==> src/rtl/rp_pio_error_detector_pkg.sv <==
// Package for the root-port PIO error detector.
// Provides the request-type and completion-status encodings, the field
// bases and offsets of the RP PIO Status register layout, and pio_bit(),
// which maps a request type and an error offset to a status bit index.
package rp_pio_pkg;

    typedef enum logic [1:0] {
        CFG = 2'b00,
        IO  = 2'b01,
        MEM = 2'b10
    } pio_type_e;

    typedef enum logic [2:0] {
        SC  = 3'b000,
        UR  = 3'b001,
        CRS = 3'b010,
        CA  = 3'b100
    } cpl_status_e;

    localparam int unsigned PIO_CFG_BASE = 0;
    localparam int unsigned PIO_IO_BASE  = 8;
    localparam int unsigned PIO_MEM_BASE = 16;
    localparam int unsigned PIO_UR_OFS   = 0;
    localparam int unsigned PIO_CA_OFS   = 1;
    localparam int unsigned PIO_CTO_OFS  = 2;

    // Bit index inside the 32-bit status word for a (type, error) pair.
    function automatic logic [4:0] pio_bit(pio_type_e t, int unsigned ofs);
        int unsigned base;
        case (t)
            CFG:     base = PIO_CFG_BASE;
            IO:      base = PIO_IO_BASE;
            default: base = PIO_MEM_BASE;
        endcase
        return 5'(base + ofs);
    endfunction

endpackage

==> src/rtl/rp_pio_error_detector_if.sv <==
// Request/completion bus between the root-port TLP path and the PIO error
// detector.
//   req_valid/req_type  : new non-posted PIO request (master -> detector)
//   req_ready/req_tag   : free-tag indication and the tag it will receive
//   cpl_valid/cpl_tag/cpl_status : returned completion header fields
interface rp_pio_error_detector_if #(
    parameter int TAG_W = 3
);
    logic             req_valid;
    logic [1:0]       req_type;
    logic             req_ready;
    logic [TAG_W-1:0] req_tag;
    logic             cpl_valid;
    logic [TAG_W-1:0] cpl_tag;
    logic [2:0]       cpl_status;

    modport master (
        output req_valid, req_type, cpl_valid, cpl_tag, cpl_status,
        input  req_ready, req_tag
    );

    modport slave (
        input  req_valid, req_type, cpl_valid, cpl_tag, cpl_status,
        output req_ready, req_tag
    );
endinterface

==> src/rtl/rp_pio_error_detector_tag_timer.sv <==
// One outstanding-request slot: valid bit, stored request type and a
// completion-timeout counter.
//   alloc        : slot is being allocated this edge (with alloc_type)
//   free_by_cpl  : a completion for this slot is sampled this edge
//   timeout_en   : counter advances only while high
//   valid/pio_type : current slot state
//   expire       : combinational; high in the cycle whose edge times the slot out
module rp_pio_tag_timer
    import rp_pio_pkg::*;
#(
    parameter int TIMEOUT_CYCLES = 1024,
    parameter int CNT_W          = 16
) (
    input  logic      clk,
    input  logic      rst_n,
    input  logic      alloc,
    input  pio_type_e alloc_type,
    input  logic      free_by_cpl,
    input  logic      timeout_en,
    output logic      valid,
    output pio_type_e pio_type,
    output logic      expire
);
    localparam logic [CNT_W-1:0] LAST = CNT_W'(TIMEOUT_CYCLES - 1);

    logic             valid_reg;
    pio_type_e        type_reg;
    logic [CNT_W-1:0] cnt_reg;

    // A completion sampled on the same edge wins over the timeout.
    assign expire   = valid_reg && timeout_en && !free_by_cpl && (cnt_reg == LAST);
    assign valid    = valid_reg;
    assign pio_type = type_reg;

    always_ff @(posedge clk) begin
        if (!rst_n) begin
            valid_reg <= 1'b0;
            type_reg  <= CFG;
            cnt_reg   <= '0;
        end else if (alloc) begin
            valid_reg <= 1'b1;
            type_reg  <= alloc_type;
            cnt_reg   <= '0;
        end else if (free_by_cpl || expire) begin
            valid_reg <= 1'b0;
            cnt_reg   <= '0;
        end else if (valid_reg && timeout_en) begin
            cnt_reg   <= cnt_reg + 1'b1;
        end
    end
endmodule

==> src/rtl/rp_pio_error_detector.sv <==
// Root-port PIO error source. Allocates tags to outstanding non-posted
// requests, classifies completions and runs per-tag completion timers.
//   bus             : request/completion interface (slave side)
//   timeout_en      : global timer enable
//   pio_set         : one-cycle set pulses in RP PIO Status layout
//   cpl_unexpected  : pulse for a completion hitting a non-outstanding tag
//   outstanding_cnt : number of valid entries
module rp_pio_error_detector
    import rp_pio_pkg::*;
#(
    parameter int NUM_TAGS       = 8,
    parameter int TAG_W          = $clog2(NUM_TAGS),
    parameter int TIMEOUT_CYCLES = 1024,
    parameter int CNT_W          = 16
) (
    input  logic                        clk,
    input  logic                        rst_n,
    rp_pio_error_detector_if.slave      bus,
    input  logic                        timeout_en,
    output logic [31:0]                 pio_set,
    output logic                        cpl_unexpected,
    output logic [TAG_W:0]              outstanding_cnt
);
    logic [NUM_TAGS-1:0] valid_vec;
    logic [NUM_TAGS-1:0] alloc_vec;
    logic [NUM_TAGS-1:0] cpl_free_vec;
    logic [NUM_TAGS-1:0] expire_vec;
    pio_type_e           type_arr [NUM_TAGS];

    logic             free_found;
    logic [TAG_W-1:0] alloc_tag;
    logic             accept;
    logic             cpl_hit;
    pio_type_e        req_type_mapped;

    logic [31:0]    pio_set_reg,  pio_set_next;
    logic           cpl_unexpected_reg;
    logic [TAG_W:0] outstanding_cnt_reg, outstanding_cnt_next;

    // Lowest-index free tag, taken from the registered valid vector so a
    // tag freed this cycle is only offered from the next cycle.
    always_comb begin
        free_found = 1'b0;
        alloc_tag  = '0;
        for (int i = NUM_TAGS - 1; i >= 0; i--) begin
            if (!valid_vec[i]) begin
                free_found = 1'b1;
                alloc_tag  = TAG_W'(i);
            end
        end
    end

    assign bus.req_ready   = free_found;
    assign bus.req_tag     = alloc_tag;
    assign accept          = bus.req_valid && free_found;
    assign req_type_mapped = (bus.req_type == 2'b11) ? MEM : pio_type_e'(bus.req_type);
    assign cpl_hit         = bus.cpl_valid && valid_vec[bus.cpl_tag];

    generate
        for (genvar gi = 0; gi < NUM_TAGS; gi++) begin : g_tag
            assign alloc_vec[gi]    = accept  && (alloc_tag   == TAG_W'(gi));
            assign cpl_free_vec[gi] = cpl_hit && (bus.cpl_tag == TAG_W'(gi));

            rp_pio_tag_timer #(
                .TIMEOUT_CYCLES (TIMEOUT_CYCLES),
                .CNT_W          (CNT_W)
            ) u_tag_timer (
                .clk         (clk),
                .rst_n       (rst_n),
                .alloc       (alloc_vec[gi]),
                .alloc_type  (req_type_mapped),
                .free_by_cpl (cpl_free_vec[gi]),
                .timeout_en  (timeout_en),
                .valid       (valid_vec[gi]),
                .pio_type    (type_arr[gi]),
                .expire      (expire_vec[gi])
            );
        end
    endgenerate

    // All events of one edge are merged into a single status word.
    always_comb begin
        pio_set_next = '0;
        if (cpl_hit) begin
            case (bus.cpl_status)
                SC, CRS: ;
                CA:      pio_set_next[pio_bit(type_arr[bus.cpl_tag], PIO_CA_OFS)] = 1'b1;
                default: pio_set_next[pio_bit(type_arr[bus.cpl_tag], PIO_UR_OFS)] = 1'b1;
            endcase
        end
        for (int i = 0; i < NUM_TAGS; i++) begin
            if (expire_vec[i]) begin
                pio_set_next[pio_bit(type_arr[i], PIO_CTO_OFS)] = 1'b1;
            end
        end
    end

    always_comb begin
        outstanding_cnt_next = outstanding_cnt_reg + (TAG_W+1)'(accept);
        for (int i = 0; i < NUM_TAGS; i++) begin
            outstanding_cnt_next = outstanding_cnt_next
                                 - (TAG_W+1)'(cpl_free_vec[i] | expire_vec[i]);
        end
    end

    always_ff @(posedge clk) begin
        if (!rst_n) begin
            pio_set_reg         <= '0;
            cpl_unexpected_reg  <= 1'b0;
            outstanding_cnt_reg <= '0;
        end else begin
            pio_set_reg         <= pio_set_next;
            cpl_unexpected_reg  <= bus.cpl_valid && !valid_vec[bus.cpl_tag];
            outstanding_cnt_reg <= outstanding_cnt_next;
        end
    end

    assign pio_set         = pio_set_reg;
    assign cpl_unexpected  = cpl_unexpected_reg;
    assign outstanding_cnt = outstanding_cnt_reg;
endmodule

==> src/flat_wrapper.sv <==
// flat-port wrapper written by rule: the top's interface ports become plain ports
module rp_pio_error_detector_flat import rp_pio_pkg::*;
#(
    parameter int NUM_TAGS       = 8,
    parameter int TAG_W          = $clog2(NUM_TAGS),
    parameter int TIMEOUT_CYCLES = 1024,
    parameter int CNT_W          = 16
)
  (clk, rst_n, timeout_en, pio_set, cpl_unexpected, outstanding_cnt, bus_req_valid, bus_req_type, bus_cpl_valid, bus_cpl_tag, bus_cpl_status, bus_req_ready, bus_req_tag);
  rp_pio_error_detector_if #(.TAG_W(TAG_W)) bus_i ();
  input  logic clk;
  input  logic rst_n;
  input  logic timeout_en;
  output logic [31:0] pio_set;
  output logic cpl_unexpected;
  output logic [TAG_W:0] outstanding_cnt;
  input wire logic [$bits(bus_i.req_valid)-1:0] bus_req_valid;
  input wire logic [$bits(bus_i.req_type)-1:0] bus_req_type;
  input wire logic [$bits(bus_i.cpl_valid)-1:0] bus_cpl_valid;
  input wire logic [$bits(bus_i.cpl_tag)-1:0] bus_cpl_tag;
  input wire logic [$bits(bus_i.cpl_status)-1:0] bus_cpl_status;
  output wire logic [$bits(bus_i.req_ready)-1:0] bus_req_ready;
  output wire logic [$bits(bus_i.req_tag)-1:0] bus_req_tag;
  assign bus_i.req_valid = bus_req_valid;
  assign bus_i.req_type = bus_req_type;
  assign bus_i.cpl_valid = bus_cpl_valid;
  assign bus_i.cpl_tag = bus_cpl_tag;
  assign bus_i.cpl_status = bus_cpl_status;
  assign bus_req_ready = bus_i.req_ready;
  assign bus_req_tag = bus_i.req_tag;
  rp_pio_error_detector #(.NUM_TAGS(NUM_TAGS), .TAG_W(TAG_W), .TIMEOUT_CYCLES(TIMEOUT_CYCLES), .CNT_W(CNT_W)) u_core (.clk(clk), .rst_n(rst_n), .bus(bus_i), .timeout_en(timeout_en), .pio_set(pio_set), .cpl_unexpected(cpl_unexpected), .outstanding_cnt(outstanding_cnt));
endmodule
==> config.mk <==
export PLATFORM = sky130hd
export DESIGN_NAME = rp_pio_error_detector_flat
export DESIGN_NICKNAME = d
export VERILOG_FILES = /design/src/rtl/rp_pio_error_detector_pkg.sv /design/src/rtl/rp_pio_error_detector_if.sv /design/src/rtl/rp_pio_error_detector_tag_timer.sv /design/src/rtl/rp_pio_error_detector.sv /design/src/flat_wrapper.sv
export SDC_FILE = /design/constraint.sdc
export NUM_CORES = 1
export LEC_CHECK = 0
export CORE_ASPECT_RATIO = 1.4
export CORE_MARGIN = 2
export CORE_UTILIZATION = 39
export DETAILED_ROUTE_END_ITERATION = 8
export SYNTH_ARGS = -nofsm -noshare
export SYNTH_HDL_FRONTEND = slang
export SYNTH_SLANG_ARGS = --single-unit
==> constraint.sdc <==
create_clock -name clk -period 15.1 [get_ports clk]
set_input_delay 3.775 -clock clk [delete_from_list [all_inputs] [get_ports clk]]
set_output_delay 3.775 -clock clk [all_outputs]
set_load 0.05 [all_outputs]
Register map, names as in the netlist:
The bar under the picture is 50 um long.
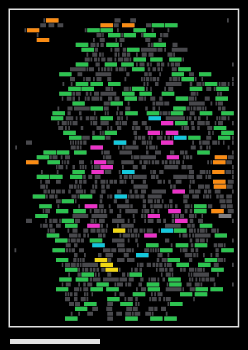
legend:
  u_core.outstanding_cnt:
    color: yellow
    placed_flops: 4
    where: bottom center
  u_core.g_tag.u_tag_timer.valid:
    color: cyan
    placed_flops: 8
    where: center
  u_core.pio_set:
    color: orange
    placed_flops: 12
  u_core.g_tag.u_tag_timer.cnt_reg:
    color: green
    placed_flops: 128
    where: widely spread
  u_core.g_tag.u_tag_timer.pio_type:
    color: magenta
    placed_flops: 16
not colored: 1
seq pwr: 0.452 mW
Seq/total area: 36.6%
sequential cell area: 0.00338 sq mm

Clock network drawn from the DEF:
The bar under the picture is 50 um long.
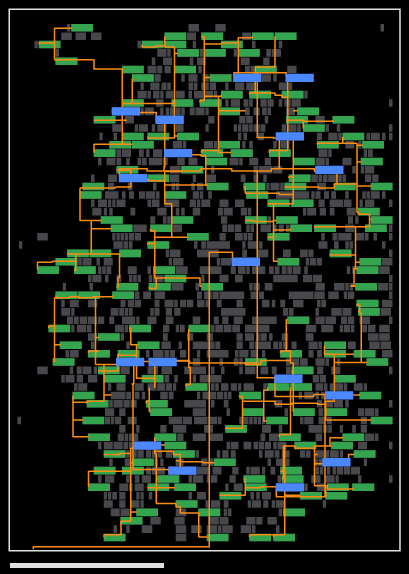
legend:
  clock wires:
    color: orange
    length: 2190 um
  flip-flops:
    color: green
    count: 169
  clock drivers:
    color: blue
    count: 17
routed clock nets: 18
flops lie: widely spread
clk pwr: 0.422 mW
Final Skew: 0.00833 ns
clk_lat worst skew: 0.44 ns

==> impl_metrics.json <==
{
  "cts_resized": 0,
  "synthAoiAreaFrac_pct": 4.82,
  "place_congestion": 0.837,
  "r2r-start": "u_core.g_tag[7].u_tag_timer.valid$_SDFFE_PN0P_",
  "post-dp-hpwl_mm": 13.0,
  "final_cell_area_sq_mm": 0.00925,
  "synthesis.area_sq_mm": 0.00822,
  "leakagePower_nw": 3.36,
  "yosys-top-cells-count": "nor2_1, dfxtp_1, nand2_1, xor2_1, nand3_1",
  "n_antenna_cell": 0,
  "ios": 54,
  "largest_area_cell": "dfxtp_1",
  "post-cts-setup-buffer-count": 0,
  "finalMaxSlewViolations": 0,
  "finalSetupViolCount": 0,
  "pre_cts_slack_ns": 6.42,
  "crit_required_ns": 15.39,
  "numSynthFlops": 169,
  "worst_slack_ns": 6.88,
  "ys.flop_type": "dfxtp_1",
  "wl_met1_mm": 7.96,
  "highest_layer": "met4",
  "setup.worst_path.end": "u_core.outstanding_cnt[3]$_SDFF_PN0_",
  "r2r.worst_path.cells": 16,
  "synthArstFlopShare_pct": 0,
  "drive_gt1_share_pct": 5.35,
  "dieArea_sq_mm": 0.0223,
  "synthMostInstantiatedCell": "nor2_1",
  "dr.pass1.iters": 4,
  "area_leaders": "dfxtp_1, nor2_1, xor2_1",
  "synth_top_area_share_pct": 41.2,
  "finalCritPeriodShare_pct": 54.4,
  "fin_crit_ns": 8.22,
  "die_x_um": 127,
  "cts-root-buf": "clkbuf_16",
  "grt_setup_unrepaired": "no",
  "cts_tree": "built",
  "hold_end": "u_core.g_tag[3].u_tag_timer.cnt_reg[1]$_SDFFE_PP0P_",
  "cts_max_level": 4,
  "areaGrowthSynthToFinish_pct": 12.5,
  "grt_pass1_vias": 6129,
  "ys_sh_adder_pct": 3.74,
  "globalRoute.totalOverflow": 0,
  "cp-end-kind": "register",
  "tns_ns": 0,
  "peakVddDrop_uv": 75.5,
  "wl_per_cell_um": 14.4,
  "num_vias": 6382,
  "ys_cells": 952,
  "ys_sh_mux_pct": 3.61,
  "crit_start": "timeout_en",
  "lay_top_cells": "nor2_1, dfxtp_1, nand2_1",
  "antenna_found_initial": 0,
  "ys_chip_area_sq_mm": 0.00822,
  "top_logic_kind": "simple AND/OR/NAND/NOR gates",
  "grt_use_met2_pct": 29.9,
  "grt_max_degree": 33,
  "startpoint_type": "primary input",
  "largest_reg_flops": 128,
  "synth_cells": 952,
  "core_sq_mm": 0.0206,
  "worst_pin_slew_ns": 0.829,
  "xor_area_share_pct": 13.0,
  "drt_iter0_drc": 232,
  "final_util_pct": 44.8,
  "placedInstanceArea_sq_mm": 0.00868,
  "post_synth.cell_area_avg_sq_um": 8.64,
  "finalPower_mw": 0.924,
  "edf_count": 0,
  "busiest_layer": "met2",
  "arrival_ns": 8.51,
  "routed_wl_mm": 18.0,
  "path_max_fanout": 32,
  "placement.io_buffers": 33,
  "hold_class": "reg2reg",
  "hold_buffers": 0,
  "clock.fmax_mhz": 122,
  "clkTransAtPathRegs_ns": 0.06,
  "hold_start": "u_core.g_tag[3].u_tag_timer.cnt_reg[1]$_SDFFE_PP0P_",
  "final_nets": 1011,
  "hold_violations": 0,
  "postSynthSeqShare_pct": 41.2,
  "slowest_delay_ns": 0.61,
  "cts_buffer_depth": 2,
  "die_h_um": 176,
  "outcome": "completed",
  "hold_ws_ns": 0.471,
  "critPathSlowestCell": "or4_1",
  "p_per_area_mw_per_mm2": 99.9,
  "max_cap_violations": 0
}
Gate families picked out:
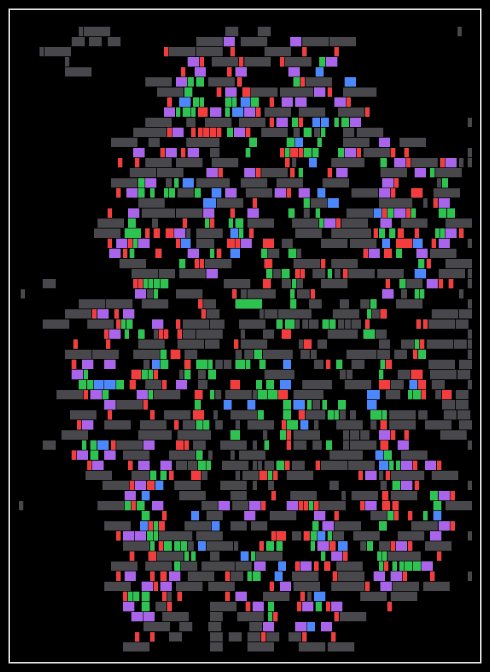
legend:
  XOR/XNOR gates:
    color: purple
    cells: 122
    most_used: xor2_1
    where: widely spread
  NAND gates:
    color: green
    cells: 197
    most_used: nand2_1
  AND and OR gates:
    color: blue
    cells: 50
    most_used: and3_1
  NOR gates:
    color: red
    cells: 231
    most_used: nor2_1
    where: widely spread
dominant logic cell type in the layout: nor2_1
non-filler cells, final: 1246
combinational share of cell area: 48.7%

-- critical path: cells and delay by family --
family	cells	cell delay, ns
and+or+nand+nor	3	0.91
adders and majority gates	6	1.93
xor gates and xnor gates	2	0.29
AOI/OAI and AO/OA	1	0.51
buffers and inverters	6	1.06
-- final cells by class --
| class | instances | area (sq um) |
|---|---|---|
| clock buffers | 19 | 453 |
| multi-input cells | 724 | 4510 |
| fillers | 2045 | 11400 |
| clock inverters | 13 | 120 |
| flip-flops and latches | 169 | 3380 |
| well taps | 256 | 320 |
| repair buffers | 37 | 360 |
| inverters | 28 | 105 |
-- power by group --
part	switching (mW)	internal (mW)
Combinational	0.0368	0.0133
Clock	0.186	0.236
Sequential	0.00354	0.448
Total	0.226	0.698
No activity file was given, so power comes from the tool's default toggle rates.
